**Run 1: floorplan with the power grid**

Scale bar: 20 um. Pins as bars on the die edge.
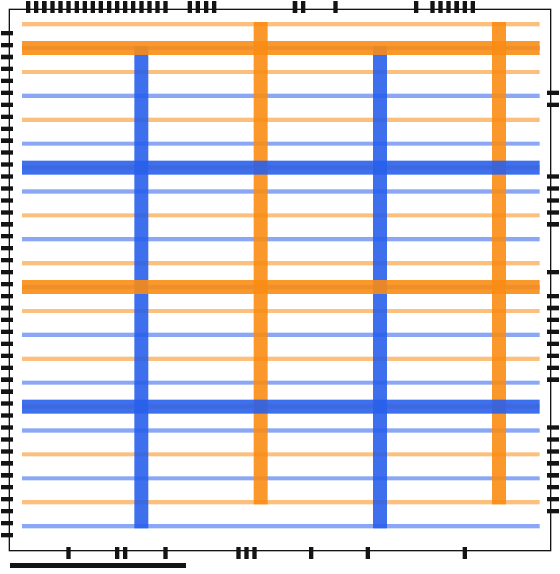
**Run 1: placed cells, one colour a class**

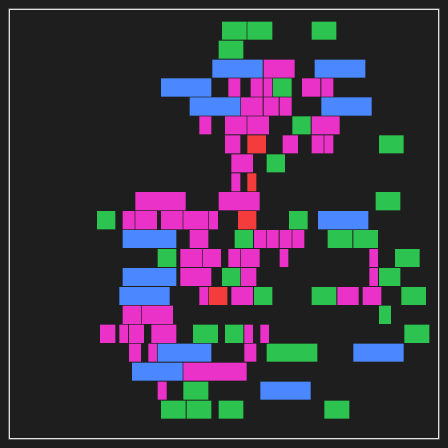
**Run 1: clock network drawn from the DEF**

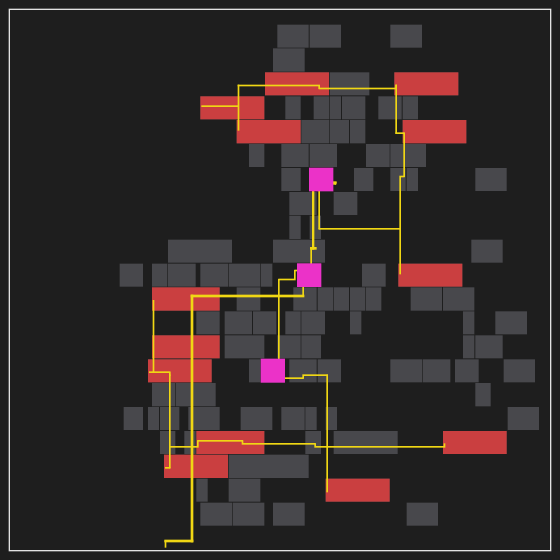
File: config.mk
export PLATFORM = sky130hd
export DESIGN_NAME = systemizer_sched
export DESIGN_NICKNAME = d
export VERILOG_FILES = /design/src/rtl/systemizer_sched.sv
export SDC_FILE = /design/constraint.sdc
export NUM_CORES = 1
export LEC_CHECK = 0
export CORE_MARGIN = 1
export CORE_UTILIZATION = 28
export CTS_CLUSTER_DIAMETER = 100
export DETAILED_ROUTE_END_ITERATION = 6
export PLACE_DENSITY_LB_ADDON = 0.08
export SYNTH_ARGS = -nofsm -noshare
export SYNTH_HDL_FRONTEND = slang
export SYNTH_SLANG_ARGS = --single-unit
File: constraint.sdc
create_clock -name i_clk -period 1.5 [get_ports i_clk]
set_input_delay 0.15 -clock i_clk [delete_from_list [all_inputs] [get_ports i_clk]]
set_output_delay 0.15 -clock i_clk [all_outputs]
set_load 0.01 [all_outputs]
File: src/rtl/systemizer_sched.sv
// systemizer_sched: top-level sequencer around the single-pass GF(2) systemizer.
// Requests a matrix fill, starts the systemizer, and on a singular-matrix fail
// re-requests a fill and retries, up to MAX_TRY attempts. It also owns the
// systemizer memory port: loader writes pass only in LOAD, consumer reads pass
// only in READY.
// Optional feature: define SYS_WATCHDOG_EN to build a RUN watchdog that treats
// a pass lasting TIMEOUT cycles as a failed pass.
module systemizer_sched #(
  parameter int N       = 20,
  parameter int L       = 200,
  parameter int K       = 400,
  parameter int MAX_TRY = 16,
  parameter int TIMEOUT = 2**20,
  localparam int AW     = $clog2(L * K / N),
  localparam int TW     = $clog2(MAX_TRY + 1)
) (
  input  logic          i_clk,
  input  logic          i_rst,
  input  logic          i_req_start,
  input  logic          i_release,
  output logic          o_load_req,
  input  logic          i_load_done,
  input  logic          i_ld_wr_en,
  input  logic [AW-1:0] i_ld_wr_addr,
  input  logic [N-1:0]  i_ld_data,
  output logic          o_sys_start,
  input  logic          i_sys_done,
  input  logic          i_sys_fail,
  output logic          o_sys_wr_en,
  output logic [AW-1:0] o_sys_wr_addr,
  output logic [N-1:0]  o_sys_data_in,
  input  logic          i_cons_rd_en,
  input  logic [AW-1:0] i_cons_rd_addr,
  output logic          o_sys_rd_en,
  output logic [AW-1:0] o_sys_rd_addr,
  output logic          o_busy,
  output logic          o_ok,
  output logic          o_err,
  output logic [TW-1:0] o_try_cnt
);

  typedef enum logic [2:0] {
    S_IDLE,
    S_LOAD,
    S_RUN,
    S_READY,
    S_ERROR
  } state_t;

  localparam logic [TW-1:0] MAX_TRY_W = TW'(MAX_TRY);
  localparam logic [TW-1:0] ONE_W     = TW'(1);

  state_t        r_state, w_state_next;
  logic [TW-1:0] r_try_cnt, w_try_next;
  logic          r_load_req, w_load_req_next;
  logic          r_sys_start, w_sys_start_next;
  logic          r_busy, r_ok, r_err;
  logic          w_pass_ok, w_pass_fail, w_timeout;

`ifdef SYS_WATCHDOG_EN
  localparam int            WW      = (TIMEOUT > 1) ? $clog2(TIMEOUT) : 1;
  localparam logic [WW-1:0] WD_LAST = WW'(TIMEOUT - 1);

  logic [WW-1:0] r_wd_cnt;

  // Count RUN cycles; held at zero outside RUN so each pass starts fresh.
  always_ff @(posedge i_clk) begin
    if (i_rst || r_state != S_RUN) begin
      r_wd_cnt <= '0;
    end else if (r_wd_cnt != WD_LAST) begin
      r_wd_cnt <= r_wd_cnt + 1'b1;
    end
  end

  assign w_timeout = (r_state == S_RUN) && (r_wd_cnt == WD_LAST);
`else
  assign w_timeout = 1'b0;
`endif

  // A real sys_done always wins over a watchdog expiry in the same cycle.
  assign w_pass_ok   = i_sys_done && !i_sys_fail;
  assign w_pass_fail = (i_sys_done && i_sys_fail) || (w_timeout && !i_sys_done);

  // Next-state, attempt counter and pulse decode for the request sequencer.
  always_comb begin
    // NOTE: every signal gets a default first so no path leaves one unassigned (no latches).
    w_state_next     = r_state;
    w_try_next       = r_try_cnt;
    w_load_req_next  = 1'b0;
    w_sys_start_next = 1'b0;
    case (r_state)
      S_IDLE, S_READY, S_ERROR: begin
        if (i_req_start) begin
          w_state_next    = S_LOAD;
          w_try_next      = ONE_W;
          w_load_req_next = 1'b1;
        end else if (r_state == S_READY && i_release) begin
          w_state_next = S_IDLE;
        end
      end
      S_LOAD: begin
        if (i_load_done) begin
          w_state_next     = S_RUN;
          w_sys_start_next = 1'b1;
        end
      end
      S_RUN: begin
        if (w_pass_ok) begin
          w_state_next = S_READY;
        end else if (w_pass_fail) begin
          if (r_try_cnt < MAX_TRY_W) begin
            w_state_next    = S_LOAD;
            w_try_next      = r_try_cnt + 1'b1;
            w_load_req_next = 1'b1;
          end else begin
            w_state_next = S_ERROR;
          end
        end
      end
      default: w_state_next = S_IDLE;
    endcase
  end

  // State, counter and registered outputs; status flags track the next state
  // so they line up with the state they describe.
  always_ff @(posedge i_clk) begin
    // NOTE: sequential state uses non-blocking assignments only, so every register samples pre-edge values.
    if (i_rst) begin
      r_state     <= S_IDLE;
      r_try_cnt   <= '0;
      r_load_req  <= 1'b0;
      r_sys_start <= 1'b0;
      r_busy      <= 1'b0;
      r_ok        <= 1'b0;
      r_err       <= 1'b0;
    end else begin
      r_state     <= w_state_next;
      r_try_cnt   <= w_try_next;
      r_load_req  <= w_load_req_next;
      r_sys_start <= w_sys_start_next;
      r_busy      <= (w_state_next == S_LOAD) || (w_state_next == S_RUN);
      r_ok        <= (w_state_next == S_READY);
      r_err       <= (w_state_next == S_ERROR);
    end
  end

  assign o_load_req  = r_load_req;
  assign o_sys_start = r_sys_start;
  assign o_busy      = r_busy;
  assign o_ok        = r_ok;
  assign o_err       = r_err;
  assign o_try_cnt   = r_try_cnt;

  // Memory port arbitration: strobes gated by state, address/data pass through.
  assign o_sys_wr_en   = i_ld_wr_en && (r_state == S_LOAD);
  assign o_sys_wr_addr = i_ld_wr_addr;
  assign o_sys_data_in = i_ld_data;
  assign o_sys_rd_en   = i_cons_rd_en && (r_state == S_READY);
  assign o_sys_rd_addr = i_cons_rd_addr;

endmodule

==> GITHUB_STEP_SUMMARY, run 1 <==
### Flow metrics

| Metric | Value |
|---|---|
| Status | finished, final reports clean |
| Finished Layout Cells | 151 |
| Fraction of layout instances using a drive strength above 1 | 0.248 |
| Leak | 0.381 nW |
| Crit path kind | flip-flop to primary output |
| EDFF count, synth | 0 |
| Most used logic cell in the final layout | clkdlybuf4s50_1 |
| Placed cell area | 987 um^2 |
| Final Setup Violations | 0 |
| FA/HA/MAJ Cells, Area Fraction | 0.0126 |
| Fraction of the cycle the final worst path needs | 0.944 |
| Most frequent cells after synthesis | buf_4 (44), dfxtp_1 (13), nor3_1 (6), nor2_1 (5) |
| Final worst-path setup slack | 84.5 ps |
| First-pass GRT wire length | 3040 um |
| Family with the most delay on the worst path | buffers and inverters |
| Worst path slowest cell | clkdlybuf4s50_1 |
| Gr usage total | 0.113 |
| Yosys cell count | 118 |
| CTS buffer count | 3 |
| Non-clock inverter count | 4 |
| Final clock-cell share | 0.0251 |
| Initial antenna violation count | 0 |
| Comb/total area | 0.378 |
| DRC violations left | 0 |
| Seq group | 0.372 mW |
| Largest net degree at the start of global routing | 15 |
| Gpl congestion | 0.710 |
| Clk sinks | 13 |
| Pwr Total | 0.772 mW |
| Non-clk bufs | 31 |
| Post-synth ARST share | 0 |
| Seq/Total Area, Yosys | 0.263 |
| Sw Share | 0.272 |
| Worst slew margin | 0.771 |
| Post-synth top area share | 0.334 |
| DR iter-0 viols | 11 |
| IO Pins | 109 |
| Grt total ovfl | 0 |
| Reg-to-reg setup timing slack | 90 ps |
| Number of global-route vias before repair | 650 |
| Via density | 4.85 |
| Routed Antenna Nets | 0 |
| Synth unique cells | 37 |
| Chip area in the Yosys report | 990 um^2 |
| Via count | 733 |
| ANT cells | 0 |
| Max incr delay on CP | 570 ps |
| Chip area | 0.00378 mm^2 |
| Yosys top cell by area | buf_4 |
| WL/cell | 14.1 um |
| Max FFs per register | 5 |
| Floorplan utilization | 0.294 |
| Mapped Cells | 118 |
| Psw | 0.210 mW |
| Number of port buffers | 20 |
| Area fraction in mux cells | 0 |
| Top power group | sequential cells |
| Postcts setup bufs | 0 |
| Final hold violations | 0 |
| Aoi share | 0.139 |
| CTS tree | done |
| Tool warnings | 26 |
| Synth area leaders | buf_4 (33%), dfxtp_1 (26%), nor3_1 (3.0%) |
| Yosys top cell by instances | buf_4 |
| Most frequent cells in the layout | clkdlybuf4s50_1 (18), dfxtp_1 (10), buf_4 (10), nor3_1 (6), nor2_1 (5) |
| XOR/XNOR Fraction of Synth Area | 0.00885 |
| H-tree depth | 1 |
| Cell Pwr Density | 737 mW/mm^2 |
| Max clock buf depth | 2 |
| CP Launch Type | flip-flop |
| CP Max Fanout | 5 |
| Tap cell count | 46 |
| Internal Power | 0.561 mW |
| Router iterations before antenna repair | 4 |
| Synth Warn # | 0 |
| Fill cells | 368 |
| Slew @ Worst Pin | 343 ps |
| Max Cap Viol | 0 |
| Crit path buf inv count | 1 |
| Register area | 264 um^2 |
| Dpl ws | -117 ps |
| Hpwl dp | 1540 um |
| Final Slew Violations | 0 |
| And+or+nand+nor area frac | 0.202 |
| Hold/Removal Path Class | input port to primary output |
| Final Critical Period | 1420 ps |
| Worst EP required | 1350 ps |
| CP endpoint kind | primary output |
| Commonest flop | dfxtp_1 |
| Worst hold slack | 300 ps |
| Worst EP arrival | 1270 ps |
| Clock transition at path regs | 80 ps |
| NonClk Buf Share | 0.276 |
Notes on 'floorplan with the power grid' above:
legend:
  blue:
    net: VSS
  orange:
    net: VDD
rows: 21
met4 straps: 4
Max VDD drop: 0.000233 V
Die Ht: 61.5 um
core area: 0.00336 mm^2
die width: 61.5 um

Notes on 'placed cells, one colour a class' above:
legend:
  green:
    class: remaining buffers and delay cells
    cells: 31
    share_of_their_area: 29%
  red:
    class: clock drivers and dummy loads
    cells: 4
    share_of_their_area: 2.7%
  magenta:
    class: remaining logic cells
    cells: 57
    share_of_their_area: 41%
  blue:
    class: registers
    cells: 13
    share_of_their_area: 27%
design area: 0.00105 mm^2
row count: 21
Layout Utilization: 0.311
Seq/total area: 0.252

Notes on 'clock network drawn from the DEF' above:
legend:
  magenta:
    item: clock-net drivers
    count: 3
  red:
    item: flip-flops
    count: 13
  yellow:
    item: clock wires
    length: 218 um
routed clock nets: 4
Latency at later pin: 280 ps
Clk. pwr: 0.221 mW
skew final: 3.97 ps
clock power share: 0.287

## run 1: path summary, 6_finish.rpt
check                                               start                         to  cells past startpoint
worst max-delay path            o_try_cnt[4]$_SDFFE_PP0P_               o_try_cnt[4]                      1
worst min-delay path                        i_ld_data[15]          o_sys_data_in[15]                      0
worst min register to register  o_try_cnt[0]$_SDFFE_PP0P_  o_try_cnt[0]$_SDFFE_PP0P_                      1
worst max register to register      r_state[0]$_SDFF_PP0_          o_busy$_SDFF_PP0_                      5
## run 1: metal layers
| layer | vias up | GRT usage | wire [um] |
|---|---|---|---|
| met5 | - | 0 | 0 |
| met4 | 0 | 0.133 | 145 |
| met3 | 32 | 0.0399 | 221 |
| li1 | 331 | - | - |
| met2 | 45 | 0.151 | 913 |
| met1 | 325 | 0.129 | 854 |
--- run 2 (diff from run 1) ---
- PLACE_DENSITY: unset -> 0.77
- PLACE_DENSITY_LB_ADDON: 0.08 -> unset
- TNS_END_PERCENT: unset -> 20
- clock period: 1.5 -> 1.6 ns (I/O delays scaled with it)
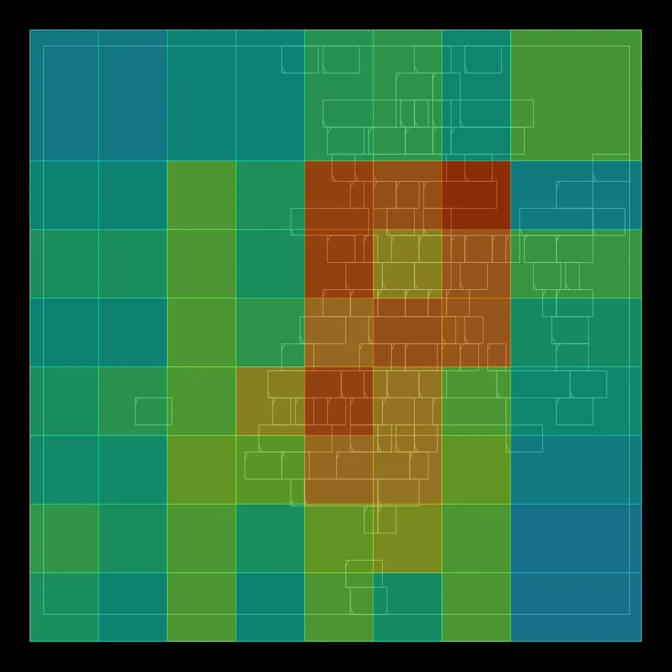
**Above:** run 2 (routing congestion map).
Layout Utilization: 0.286
GR Util met2: 0.163

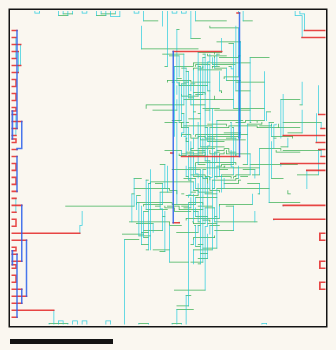
**Above:** run 2 (metal layers overlaid).
Scale bar: 20 um.
legend:
  cyan:
    layer: M2
    wire_length: 900 um
  green:
    layer: M1
    wire_length: 712 um
  red:
    layer: M3
    wire_length: 160 um
  blue:
    layer: M4
    wire_length: 138 um
WL/cell: 13.1 um
routed wire length: 1910 um
gr usage total: 0.106

==> GITHUB_STEP_SUMMARY, run 2 <==
### Flow metrics

| Metric | Value |
|---|---|
| Status | finished, final reports clean |
| Fill cells | 368 (unchanged) |
| Yosys top cell by instances | buf_4 |
| Comb area leader | buffers and inverters |
| Gpl congestion | 0.820 (+15%) |
| CP endpoint kind | primary output |
| Register area | 262 um^2 (-0.95%) |
| Fraction of layout instances using a drive strength above 1 | 0.130 (-0.118) |
| Final Slew Violations | 0 (unchanged) |
| Critical Path, Cell by Cell | inv_1 > nand2_1 > nor3b_1 > dlygate4sd2_1 |
| Max FFs per register | 5 (unchanged) |
| Reg2reg path depth | 5 (unchanged) |
| Most used logic cell in the final layout | clkdlybuf4s50_1 |
| Aoi share | 0.139 (unchanged) |
| Final hold violations | 0 (unchanged) |
| Routed length on met2 | 899 um (-1.5%) |
| Initial antenna violation count | 0 (unchanged) |
| Most frequent cells in the layout | clkdlybuf4s50_1 (18), dfxtp_1 (12), nor3_1 (6), buf_4 (6), nor2_1 (5) |
| Skew final | 4.37 ps (+0.404 ps) |
| Crit path kind | flip-flop to primary output |
| Max clock buf depth | 2 (unchanged) |
| Worst EP arrival | 1340 ps (+70 ps) |
| Number of port buffers | 20 (unchanged) |
| Max Cap Viol | 0 (unchanged) |
| DRC violations left | 0 (unchanged) |
| Via count | 696 (-5.0%) |
| Worst Setup EP | o_sys_wr_en |
| Final Setup Violations | 0 (unchanged) |
| Synth unique cells | 37 (unchanged) |
| Die Ht | 61.5 um (unchanged) |
| Synth Net Count | 172 |
| Top sig layer | met4 |
| Layout Nets | 155 |
| Tool warnings | 26 (unchanged) |
| Seq/Total Area, Yosys | 0.263 (unchanged) |
| Met3 usage | 0.0273 (-0.0126) |
| Dpl ws | 0.109 ps (+118 ps) |
| Crit path buf inv count | 2 (+1) |
| Commonest flop | dfxtp_1 |
| Router iterations before antenna repair | 4 (unchanged) |
| Root Buffer | clkbuf_4 |
| Mapped Cells | 118 (unchanged) |
| H-tree depth | 1 (unchanged) |
| Chip area in the Yosys report | 990 um^2 (unchanged) |
| Worst setup path start | r_state[2]$_SDFF_PP0_ |
| Grt total ovfl | 0 (unchanged) |
| Fmax | 666 MHz |
| Number of global-route vias before repair | 650 (unchanged) |
| Area fraction in mux cells | 0 (unchanged) |
| Slew @ Worst Pin | 391 ps (+47.5 ps) |
| Row count | 21 (unchanged) |
| Setup TNS | 0 ps |
| Footprint of the multi-input gates | 359 um^2 |
| M1 wire length | 711 um (-17%) |
| Synth area leaders | buf_4 (33%), dfxtp_1 (26%), nor3_1 (3.0%) |
| Clk sinks | 13 (unchanged) |
| Floorplan utilization | 0.294 (unchanged) |
| Hold depth | 0 (unchanged) |
| CP Max Fanout | 5 (unchanged) |
| DR iter-0 viols | 30 (+19) |
| Post-CTS resize count | 3 |
| XOR/XNOR Fraction of Synth Area | 0.00885 (unchanged) |
| Worst EP required | 1440 ps (+90 ps) |
| Yosys cell count | 118 (unchanged) |
| Latency at later pin | 280 ps (about the same) |
| Family with the most delay on the worst path | buffers and inverters |
| CP Launch Type | flip-flop |
| Crit. path cell count | 4 (+3) |
| Grt met1 use | 0.109 (-0.0197) |
| Via density | 4.77 (-1.8%) |
| Hpwl dp | 1420 um (-8.1%) |
| Synth Warn # | 0 (unchanged) |
| Synthesized area per cell | 8.39 um^2 |
| IO Pins | 109 (unchanged) |
| Area delta synth->final | -2.78% |
| Hold Startpoint | i_ld_data[14] |
| Yosys top cell by area | buf_4 |
| And+or+nand+nor area frac | 0.202 (unchanged) |
| Mapped Area | 990 um^2 |
| Final Critical Period | 1500 ps |
| Worst slew margin | 0.738 (-0.0325) |
| Post-synth top area share | 0.334 (unchanged) |
| Met3 wire len | 160 um (-28%) |
| Worst path slowest cell | dfxtp_1 |
| Clock transition at path regs | 80 ps (about the same) |
| Largest net degree at the start of global routing | 10 (-5) |
| Fraction of the cycle the final worst path needs | 0.938 |
| CTS buffer count | 3 (unchanged) |
| Flops & latches, synth | 13 |
| First-pass GRT wire length | 2820 um (-7.2%) |
| Routed Antenna Nets | 0 (unchanged) |
| Post-synth ARST share | 0 (unchanged) |
| Reg-to-reg setup timing slack | 140 ps (+50 ps) |
| ANT cells | 0 (unchanged) |
| Postcts setup bufs | 0 (unchanged) |
| Hold/Removal Path Class | input port to primary output |
| Most frequent cells after synthesis | buf_4 (44), dfxtp_1 (13), nor3_1 (6), nor2_1 (5) |
| R2r endpoint | o_try_cnt[0]$_SDFFE_PP0P_ |
| Final worst-path setup slack | 99.2 ps (+14.7 ps) |
| # hold bufs at CTS | 0 |
| Die width | 61.5 um (unchanged) |
| Chip area | 0.00378 mm^2 (unchanged) |
| Busiest grt layer | met2 |
| CTS tree | done |
| Max incr delay on CP | 360 ps (-210 ps) |
| Leak | 0.346 nW (-9.4%) |
| RSZ-0062 raised after global routing | no |
| EDFF count, synth | 0 (unchanged) |
| Core area | 0.00336 mm^2 (unchanged) |
| Max VDD drop | 0.000169 V (-28%) |
| FA/HA/MAJ Cells, Area Fraction | 0.0126 (unchanged) |
| Hold Path End | o_sys_data_in[14] |
| Worst r2r src | r_state[2]$_SDFF_PP0_ |
| Cell Pwr Density | 729 mW/mm^2 (-1.1%) |
-- run 2: area by class of cell --
cell class / count / area share
Multi-Input combinational cell: 53 / 0.373
Sequential cell: 13 / 0.272
Timing Repair Buffer: 26 / 0.252
Tap cell: 46 / 0.0598
Clock buffer: 4 / 0.0273
Inverter: 4 / 0.0156
-- run 2: stage by stage --
step	hold slack (ps)	instance area (um^2)	instances	total power, mW	utilization
2_1_floorplan	239	990	118	0.545	-
3_3_place_gp	320	937	142	0.497	0.279
3_5_place_dp	320	937	142	0.501	0.279
4_1_cts	320	962	146	0.712	0.286
5_1_grt	320	962	146	0.740	0.286
6_report	320	962	146	0.701	0.286
-- run 2: report_power, final --
part	switching [mW]	internal (mW)
sequential	0.00933	0.338
combinational	0.0693	0.0771
clock	0.110	0.0970
total	0.189	0.512
--- run 3 (diff from run 2) ---
- SLEW_MARGIN: unset -> 10
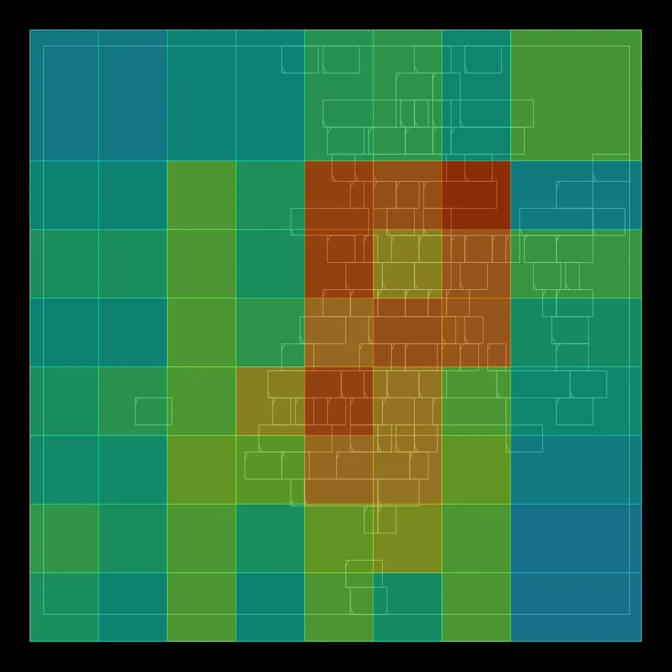
**Above:** run 3 (routing congestion map).
busiest grt layer: met2
met3 usage: 0.0273
grt met1 use: 0.109

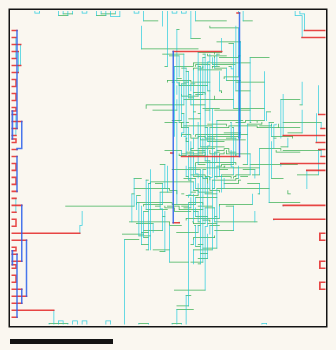
**Above:** run 3 (metal layers overlaid).
Scale bar: 20 um.
legend:
  cyan:
    layer: M2
    wire_length: 900 um
  blue:
    layer: M4
    wire_length: 138 um
  red:
    layer: M3
    wire_length: 160 um
  green:
    layer: M1
    wire_length: 712 um
via count: 696

==> GITHUB_STEP_SUMMARY, run 3 <==
### Flow metrics

| Metric | Value |
|---|---|
| RSZ-0062 raised after global routing | no |
| Met3 wire len | 160 um (unchanged) |
| Comb. pwr | 0.146 mW (about the same) |
| Worst r2r src | r_state[2]$_SDFF_PP0_ |
| Commonest flop | dfxtp_1 |
| Floorplan utilization | 0.294 (unchanged) |
| Crit path kind | flip-flop to primary output |
| Latency at later pin | 280 ps (about the same) |
| Clk. pwr | 0.207 mW (about the same) |
| Flops & latches, synth | 13 (unchanged) |
| FA/HA/MAJ Cells, Area Fraction | 0.0126 (unchanged) |
| Setup TNS | 0 ps (unchanged) |
| Crit path buf inv count | 2 (unchanged) |
| Chip area | 0.00378 mm^2 (unchanged) |
| Fmax | 666 MHz (unchanged) |
| Leak | 0.346 nW (unchanged) |
| Seq/Total Area, Yosys | 0.263 (unchanged) |
| Register area | 262 um^2 (unchanged) |
| Area delta synth->final | -2.78% (unchanged) |
| Reg-to-reg setup timing slack | 140 ps (about the same) |
| Die Ht | 61.5 um (unchanged) |
| Number of port buffers | 20 (unchanged) |
| Synth Warn # | 0 (unchanged) |
| Logic pwr share | 0.209 (about the same) |
| Internal Power | 0.512 mW (unchanged) |
| Mapped Area | 990 um^2 (unchanged) |
| Synth Net Count | 172 (unchanged) |
| Synth unique cells | 37 (unchanged) |
| WL/cell | 13.1 um (unchanged) |
| Max Cap Viol | 0 (unchanged) |
| Top sig layer | met4 |
| Final Setup Violations | 0 (unchanged) |
| Yosys top cell by area | buf_4 |
| Post-synth ARST share | 0 (unchanged) |
| Yosys cell count | 118 (unchanged) |
| Dpl ws | 0.109 ps (unchanged) |
| Sw Share | 0.270 (unchanged) |
| Hold depth | 0 (unchanged) |
| Most frequent cells in the layout | clkdlybuf4s50_1 (18), dfxtp_1 (12), nor3_1 (6), buf_4 (6), nor2_1 (5) |
| Clock transition at path regs | 80 ps (about the same) |
| Routed length on met2 | 899 um (unchanged) |
| Area fraction in mux cells | 0 (unchanged) |
| Router iterations before antenna repair | 4 (unchanged) |
| Slew @ Worst Pin | 391 ps (unchanged) |
| Worst EP required | 1440 ps (about the same) |
| Reg2reg path depth | 5 (unchanged) |
| Seq group | 0.347 mW (about the same) |
| Fraction of layout instances using a drive strength above 1 | 0.130 (unchanged) |
| CP Max Fanout | 5 (unchanged) |
| CTS buffer count | 3 (unchanged) |
| IO Pins | 109 (unchanged) |
| Psw | 0.189 mW (unchanged) |
| Aoi share | 0.139 (unchanged) |
| Routed Antenna Nets | 0 (unchanged) |
| Synth area leaders | buf_4 (33%), dfxtp_1 (26%), nor3_1 (3.0%) |
| Max FFs per register | 5 (unchanged) |
| Hold Path End | o_sys_data_in[14] |
| Max clock buf depth | 2 (unchanged) |
| Flop pwr share | 0.495 (about the same) |
| Worst slew margin | 0.738 (unchanged) |
| Max incr delay on CP | 360 ps (about the same) |
| Final Critical Period | 1500 ps (unchanged) |
| Tool warnings | 26 (unchanged) |
| Post-synth top area share | 0.334 (unchanged) |
| Pwr Total | 0.701 mW (unchanged) |
| H-tree depth | 1 (unchanged) |
| Critical Path, Cell by Cell | inv_1 > nand2_1 > nor3b_1 > dlygate4sd2_1 |
| Gr usage total | 0.106 (unchanged) |
| M1 wire length | 711 um (unchanged) |
| Gpl congestion | 0.820 (unchanged) |
| Worst Setup EP | o_sys_wr_en |
| First-pass GRT wire length | 2820 um (unchanged) |
| Top power group | sequential cells |
| EDFF count, synth | 0 (unchanged) |
| CP Launch Type | flip-flop |
| Family with the most delay on the worst path | buffers and inverters |
| XOR/XNOR Fraction of Synth Area | 0.00885 (unchanged) |
| Initial antenna violation count | 0 (unchanged) |
| Clock power share | 0.296 (about the same) |
| Comb area leader | buffers and inverters |
| Number of global-route vias before repair | 650 (unchanged) |
| Routed wire length | 1910 um (unchanged) |
| Hold Startpoint | i_ld_data[14] |
| Worst path slowest cell | dfxtp_1 |
| Core area | 0.00336 mm^2 (unchanged) |
| Synthesized area per cell | 8.39 um^2 (unchanged) |
| CP endpoint kind | primary output |
| CTS tree | done |
| Placed cell area | 937 um^2 (unchanged) |
| Most used logic cell in the final layout | clkdlybuf4s50_1 |
| Footprint of the multi-input gates | 359 um^2 (unchanged) |
| Max VDD drop | 0.000169 V (unchanged) |
| And+or+nand+nor area frac | 0.202 (unchanged) |
| Design area | 962 um^2 (unchanged) |
| Final worst-path setup slack | 99.2 ps (unchanged) |
| Worst setup path start | r_state[2]$_SDFF_PP0_ |
| Status | finished, final reports clean |
| Layout Nets | 155 (unchanged) |
| Fill cells | 368 (unchanged) |
| Grt total ovfl | 0 (unchanged) |
| Row count | 21 (unchanged) |
run 3: cell counts in the layout (fill, tap and decap cells not counted):
Identical to the previous run, type by type.
run 3: per-stage QoR:
step / instances / hold slack (ps) / utilization
finish: 146 / 320 / 0.286
global route: 146 / 320 / 0.286
CTS: 146 / 320 / 0.286
detailed placement: 142 / 320 / 0.279
global placement: 142 / 320 / 0.279
floorplan: 118 / 239 / -
run 3: cell type report:
cell class,instances,area share
Clock buffer,4,0.0273
Tap cell,46,0.0598
Multi-Input combinational cell,53,0.373
Inverter,4,0.0156
Sequential cell,13,0.272
Timing Repair Buffer,26,0.252
run 3: cell families (layout without fill, tap and decap cells):
logic type	Yosys count	in the layout
buffers and inverters	52	34
AOI/OAI and AO/OA	18	18
DFF	13	13
and+or+nand+nor	33	33
adders and majority gates	1	1
xor gates and xnor gates	1	1
Power figures rest on the tool's default switching activity, not on a simulated workload.
